<file path="src/rtl/dmem_arbiter.sv">
// -----------------------------------------------------------------------------
// dmem_arbiter
//
// Shares the single-ported 32-word data memory between the pipeline MEM stage
// (port 0) and the debug/DMA loader (port 1). At most one access is granted
// per cycle. The granted port drives the memory address, write data and write
// enable combinationally. Read data comes back registered, with a one-cycle
// valid pulse. Port 0 sees a stall whenever it requests and loses.
//
// Ports
//   CLK, Reset           clock (posedge) and asynchronous active-high reset
//   pN_req/we/addr/wdata requester N access (hold until pN_gnt is seen)
//   p1_lock              port 1 asks to keep the memory for a burst
//   pN_gnt               combinational grant for the current cycle
//   p0_stall             port 0 requested but was not granted
//   pN_rvalid/rdata      registered read return (rdata held between reads)
//   pN_err               registered pulse: granted address outside the memory
//   mem_ra/wa/di/wr      memory read/write address, write data, write enable
//   mem_do               memory asynchronous read data
//
// Configuration macro
//   DMEM_ARB_RR_EN  defined   : round-robin between the ports (no starvation
//                               counter is built)
//                   undefined : fixed priority to port 0, with a starvation
//                               guard that forces a port 1 grant
// -----------------------------------------------------------------------------
module dmem_arbiter #(
   parameter int AW         = 5,
   parameter int DW         = 32,
   parameter int STARVE_MAX = 4,
   parameter int LOCK_MAX   = 8
) (
   input  logic          CLK,
   input  logic          Reset,
   input  logic          p0_req,
   input  logic          p0_we,
   input  logic [31:0]   p0_addr,
   input  logic [DW-1:0] p0_wdata,
   input  logic          p1_req,
   input  logic          p1_we,
   input  logic [31:0]   p1_addr,
   input  logic [DW-1:0] p1_wdata,
   input  logic          p1_lock,
   output logic          p0_gnt,
   output logic          p1_gnt,
   output logic          p0_stall,
   output logic          p0_rvalid,
   output logic          p1_rvalid,
   output logic [DW-1:0] p0_rdata,
   output logic [DW-1:0] p1_rdata,
   output logic          p0_err,
   output logic          p1_err,
   output logic [31:0]   mem_ra,
   output logic [31:0]   mem_wa,
   output logic [DW-1:0] mem_di,
   output logic          mem_wr,
   input  logic [DW-1:0] mem_do
);

   localparam int LCW = $clog2(LOCK_MAX + 1);

   // The lock can be idle, held by port 1, or cooling down after it ended.
   // While cooling down port 1 may still be granted, but it cannot start a
   // new lock until port 0 has been served or has been idle for a cycle.
   typedef enum logic [1:0] {
      LK_IDLE,
      LK_HELD,
      LK_COOL
   } lock_state_t;

   lock_state_t    lock_state;
   logic [LCW-1:0] lock_cnt;
   logic [LCW-1:0] lock_next;
   logic           lock_active;
   logic           lock_take;
   logic           p0_inrange;
   logic           p1_inrange;
   logic [AW-1:0]  sel_word;

   assign lock_active = (lock_state == LK_HELD);
   assign lock_next   = lock_cnt + LCW'(1);
   assign p0_inrange  = (p0_addr[31:AW] == '0);
   assign p1_inrange  = (p1_addr[31:AW] == '0);

   // A port 1 grant with p1_lock either continues the current lock or starts
   // a new one, unless the lock is still cooling down.
   assign lock_take = p1_gnt & p1_lock & (lock_state != LK_COOL);

`ifdef DMEM_ARB_RR_EN
   logic last_owner;
`else
   localparam int SCW = $clog2(STARVE_MAX + 1);
   logic [SCW-1:0] starve_cnt;
   logic           starve_full;
   assign starve_full = (starve_cnt == SCW'(STARVE_MAX));
`endif

   // Grant decision. An active lock always wins for port 1. After that either
   // the starvation guard plus fixed priority, or round-robin when both ask.
   // Nothing is granted while Reset is high.
   always_comb begin
      p0_gnt = 1'b0;
      p1_gnt = 1'b0;
      if (!Reset) begin
         if (lock_active && p1_req) begin
            p1_gnt = 1'b1;
`ifdef DMEM_ARB_RR_EN
         end else if (p0_req && p1_req) begin
            if (last_owner) begin
               p0_gnt = 1'b1;
            end else begin
               p1_gnt = 1'b1;
            end
`else
         end else if (p1_req && starve_full) begin
            p1_gnt = 1'b1;
`endif
         end else if (p0_req) begin
            p0_gnt = 1'b1;
         end else if (p1_req) begin
            p1_gnt = 1'b1;
         end
      end
   end

   assign p0_stall = p0_req & ~p0_gnt & ~Reset;

   // Memory drive from whichever port holds the grant. Only the decoded word
   // bits reach the memory, and out-of-range writes never assert mem_wr.
   always_comb begin
      sel_word = '0;
      mem_di   = '0;
      mem_wr   = 1'b0;
      if (p1_gnt) begin
         sel_word = p1_addr[AW-1:0];
         mem_di   = p1_wdata;
         mem_wr   = p1_we & p1_inrange;
      end else if (p0_gnt) begin
         sel_word = p0_addr[AW-1:0];
         mem_di   = p0_wdata;
         mem_wr   = p0_we & p0_inrange;
      end
   end

   assign mem_ra = {{(32-AW){1'b0}}, sel_word};
   assign mem_wa = {{(32-AW){1'b0}}, sel_word};

   // Lock bookkeeping. The grant that brings lock_cnt up to LOCK_MAX is the
   // last locked grant. Any other break in the burst (lock dropped, request
   // dropped) also ends the lock and enters the cool-down.
   always_ff @(posedge CLK or posedge Reset) begin
      if (Reset) begin
         lock_state <= LK_IDLE;
         lock_cnt   <= '0;
      end else if (lock_take) begin
         if (lock_next == LCW'(LOCK_MAX)) begin
            lock_state <= LK_COOL;
            lock_cnt   <= '0;
         end else begin
            lock_state <= LK_HELD;
            lock_cnt   <= lock_next;
         end
      end else if (lock_state == LK_HELD) begin
         lock_state <= LK_COOL;
         lock_cnt   <= '0;
      end else if (lock_state == LK_COOL && (p0_gnt || !p0_req)) begin
         lock_state <= LK_IDLE;
      end
   end

`ifdef DMEM_ARB_RR_EN
   // Remember who was served last so that contention alternates.
   always_ff @(posedge CLK or posedge Reset) begin
      if (Reset) begin
         last_owner <= 1'b0;
      end else if (p1_gnt) begin
         last_owner <= 1'b1;
      end else if (p0_gnt) begin
         last_owner <= 1'b0;
      end
   end
`else
   // Count the consecutive cycles port 1 waits. Once the count saturates
   // at STARVE_MAX, port 1 is pushed ahead of port 0 for one grant.
   always_ff @(posedge CLK or posedge Reset) begin
      if (Reset) begin
         starve_cnt <= '0;
      end else if (!p1_req || p1_gnt) begin
         starve_cnt <= '0;
      end else if (!starve_full) begin
         starve_cnt <= starve_cnt + SCW'(1);
      end
   end
`endif

   // Read return for port 0. Out-of-range reads return zero instead of the
   // aliased memory word, and flag err. Writes never raise rvalid.
   always_ff @(posedge CLK or posedge Reset) begin
      if (Reset) begin
         p0_rvalid <= 1'b0;
         p0_err    <= 1'b0;
         p0_rdata  <= '0;
      end else begin
         p0_rvalid <= p0_gnt & ~p0_we;
         p0_err    <= p0_gnt & ~p0_inrange;
         if (p0_gnt && !p0_we) begin
            p0_rdata <= p0_inrange ? mem_do : '0;
         end
      end
   end

   // Read return for port 1, same behaviour as port 0.
   always_ff @(posedge CLK or posedge Reset) begin
      if (Reset) begin
         p1_rvalid <= 1'b0;
         p1_err    <= 1'b0;
         p1_rdata  <= '0;
      end else begin
         p1_rvalid <= p1_gnt & ~p1_we;
         p1_err    <= p1_gnt & ~p1_inrange;
         if (p1_gnt && !p1_we) begin
            p1_rdata <= p1_inrange ? mem_do : '0;
         end
      end
   end

endmodule

</file>
<file path="config.mk">
export PLATFORM = sky130hd
export DESIGN_NAME = dmem_arbiter
export DESIGN_NICKNAME = d
export VERILOG_FILES = /design/src/rtl/dmem_arbiter.sv
export SDC_FILE = /design/constraint.sdc
export NUM_CORES = 1
export LEC_CHECK = 0
export ABC_AREA = 1
export CAP_MARGIN = 20
export CORE_AREA = 2 2 130 132
export DETAILED_ROUTE_END_ITERATION = 10
export DIE_AREA = 0 0 132 134
export PLACE_DENSITY_LB_ADDON = 0.15
export SYNTH_ARGS = -nofsm -noshare
export SYNTH_HDL_FRONTEND = slang
export SYNTH_SLANG_ARGS = --single-unit
</file>
<file path="constraint.sdc">
create_clock -name CLK -period 6.91 [get_ports CLK]
set_input_delay 1.382 -clock CLK [delete_from_list [all_inputs] [get_ports CLK]]
set_output_delay 1.382 -clock CLK [all_outputs]
set_load 0.01 [all_outputs]
</file>
==> results.ini, run 1 <==
[floorplanning]
tap_cells = 220
fp_util_pct = 26.3
io_pins = 335

[placed_design]
place_congestion = 0.842
hpwl_mm = 11.9
dp.cells = 985
place_ws_ns = 2.01

[worst_setup_path]
cpMostUsedCell = clkdlybuf4s50_1
crit_required_ns = 5.53
cp_num_buf_inv = 4
cpPeakStageDelay_ns = 0.56
timing.rr.start = starve_cnt[0]
reg2reg_slack_ns = 4.28
ff2ff_path_depth = 9

[synth]
top_cell = nand2_1
yosys-top-cells-area = dfrtp_1 45%, nand2_1 14%, buf_4 10%, nand3_1 8.3%, a22o_1 7.6%
edf_count = 0
yosys-stat-cells = 514
muxShareOfSynthArea_pct = 0
top_cell_area_share_pct = 45.0
ys.flops = 77
avgSynthCellArea_um2 = 8.33
yosys_warnings = 0

[clock_tree]
cts-root-buf = clkbuf_16
cts_tree = done
htree_levels = 3
cts_hold_buf = 0

[final_layout]
flops = 77
lay_top_count = clkdlybuf4s50_1
drive_gt1_share_pct = 4.86
n_all_inverters = 16
largestClassByArea = buffers
num-nonclk-buffers = 284
nNetsFinal = 948
final_cells = 1004
layout.area.seq_mm2 = 0.00193
non_clock_buffer_area_share_pct = 38.8
num-multi-input-gates = 389
nClkBuffers = 9

[detailed_routing]
wl_met3_mm = 1.26
dr.pass1.iters = 4
dr_wl_met2_mm = 8.31
drt_iter0_markers = 106
wl_per_cell_um = 15.9
wirelength_mm = 15.9
vias = 4358

[timing]
finalClockPeriodUsage_pct = 70.8
layout_min_cycle_time_ns = 4.89
fin_setup_tns_ns = 0
fin_ws_ns = 2.02
rsz0062_at_grt = false

[pwr]
p_sw_mw = 0.357
p_seq_share_pct = 34.6
pwr-share-clk_pct = 42.6
power.group.top = clock
pg_seq_mw = 0.480
p_comb_mw = 0.318
p_comb_share_pct = 22.9
switching_share_pct = 25.7
powerClk_mw = 0.591
leakage_nw = 3.47

[global_route]
grt_pass1_wl_mm = 24.3
gr-total-overflow = 0

[worst_hold_path]
min_path_cells = 2
worstHoldStart = p0_rdata[17]

[status]
outcome = finished clean

==> run_1/flops_by_reg.png <==
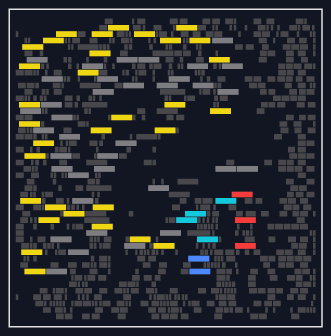
- lock_state: blue (sequential cells 2)
- p1_rdata: yellow (sequential cells 32)
- starve_cnt: red (sequential cells 3)
- lock_cnt: cyan (sequential cells 4)
- not colored: 36

==> run_1/logic_types.png <==
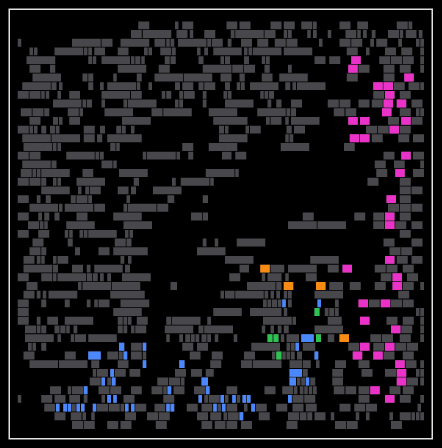
- non-inverting ao/oa cells: magenta (cells 37; most used a22o_1; where a vertical strip on the right)
- nor cells: blue (cells 43; most used nor2_1)
- aoi and oai cells: green (cells 5; most used a21oi_1)
- xor and xnor cells: orange (cells 4)

==> run_1/power_grid.png <==
Pins as bars on the die edge.
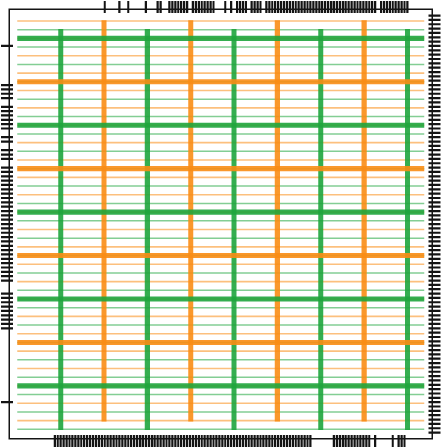
- VDD: orange
- VSS: green
- signal pins: 335
- met4 straps: 9
- met1 rails: 48
- rows: 47
Horiz. Die Dim: 132 µm
Die H: 134 µm
maximum vdd drop: 0.101 mV
area of the core: 0.0163 mm²

--- run 2 (diff from run 1) ---
--- a/config.mk
+++ b/config.mk
@@ -7,9 +7,9 @@
 export LEC_CHECK = 0
 export ABC_AREA = 1
 export CAP_MARGIN = 20
-export CORE_AREA = 2 2 130 132
+export CORE_AREA = 2 2 128 130
 export DETAILED_ROUTE_END_ITERATION = 10
-export DIE_AREA = 0 0 132 134
+export DIE_AREA = 0 0 130 132
 export PLACE_DENSITY_LB_ADDON = 0.15
 export SYNTH_ARGS = -nofsm -noshare
 export SYNTH_HDL_FRONTEND = slang
==> constraint.sdc (replaced) <==
create_clock -name CLK -period 4.3 [get_ports CLK]
set_input_delay 0.86 -clock CLK [delete_from_list [all_inputs] [get_ports CLK]]
set_output_delay 0.86 -clock CLK [all_outputs]
set_load 0.01 [all_outputs]
==> run 2 against run 1 <==
Compared with the run above: power grew 49%; critical path type unchanged; clock power increased by 34%; final area fell by 1.2%; synthesized cell count did not move; non-clock buffer count rose by 2.
==> results.ini, run 2 <==
[detailed_routing]
wirelength_mm = 15.8  ; -0.72%
drt_iter0_markers = 175  ; +65%
vias = 4337  ; -0.48%
dr.pass1.iters = 7  ; +3
dr_wl_met2_mm = 8.13  ; -2.2%

[worst_setup_path]
cpMostUsedCell = clkdlybuf4s50_1
timing.rr.start = starve_cnt[0]
ff2ff_path_depth = 10  ; +1
crit_required_ns = 3.44  ; -2.09 ns
crit_start = p1_req
reg2reg_slack_ns = 2.11  ; -2.17 ns

[synth]
top_cell = nand2_1
yosys_warnings = 0  ; unchanged
avgSynthCellArea_um2 = 8.33  ; unchanged
fa_ha_area_share_pct = 1.17
ys.flops = 77  ; unchanged
top_cell_area_share_pct = 45.0  ; unchanged
edf_count = 0  ; unchanged
yosys-top-cells-area = dfrtp_1 45%, nand2_1 14%, buf_4 10%, nand3_1 8.3%, a22o_1 7.6%
muxShareOfSynthArea_pct = 0  ; unchanged
yosys-stat-cells = 514  ; unchanged

[timing]
rsz0062_at_grt = false
finalClockPeriodUsage_pct = 90.1

[final_layout]
num-multi-input-gates = 389  ; unchanged
layout.area.seq_mm2 = 0.00193  ; unchanged
num-nonclk-buffers = 286  ; +0.70%
nClkBuffers = 11  ; +2
nNetsFinal = 950  ; +0.21%
area_delta_synth_final_pct = 69.7
largestClassByArea = buffers
n_all_inverters = 16  ; unchanged

[worst_hold_path]
worstHoldStart = p1_rdata[7]
min_path_cells = 2  ; unchanged

[floorplanning]
fp_util_pct = 27.3  ; +0.97 points
tap_cells = 216  ; -1.8%
die_x_um = 130  ; -1.5%
fp.coreArea_mm2 = 0.0157  ; -3.5%

[global_route]
gr-total-overflow = 0  ; unchanged
grt_pass1_wl_mm = 23.9  ; -1.7%

[pwr]
vdd_drop_max_mv = 0.163  ; +62%
power.group.top = clock
pg_seq_mw = 0.772  ; +61%
p_comb_mw = 0.508  ; +60%
pwr-share-clk_pct = 38.3  ; -4.3 points
switching_share_pct = 25.7  ; -0.032 points
powerClk_mw = 0.794  ; +34%
p_seq_share_pct = 37.2  ; +2.6 points

[clock_tree]
cts_hold_buf = 0  ; unchanged
cts-root-buf = clkbuf_16

[placed_design]
hpwl_mm = 12.0  ; +0.35%
place_congestion = 0.850  ; +0.94%

[status]
outcome = finished clean

==> run_2/logic_types.png <==
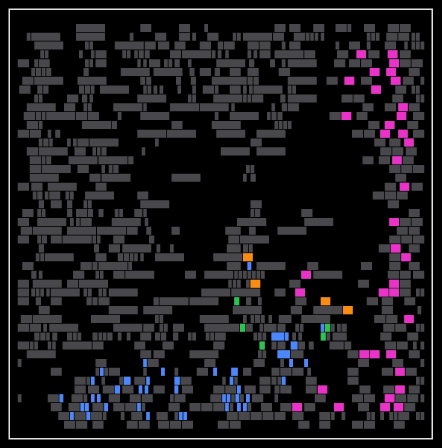
- nor cells: blue (cells 43; most used nor2_1)
- non-inverting ao/oa cells: magenta (cells 37; most used a22o_1; where a vertical strip on the right)
- aoi and oai cells: green (cells 5; most used a21oi_1; where south)
- xor and xnor cells: orange (cells 4)
final cell count without fillers: 997
Commonest Layout Cell: clkdlybuf4s50_1

Power figures rest on the tool's default switching activity, not on a simulated workload.
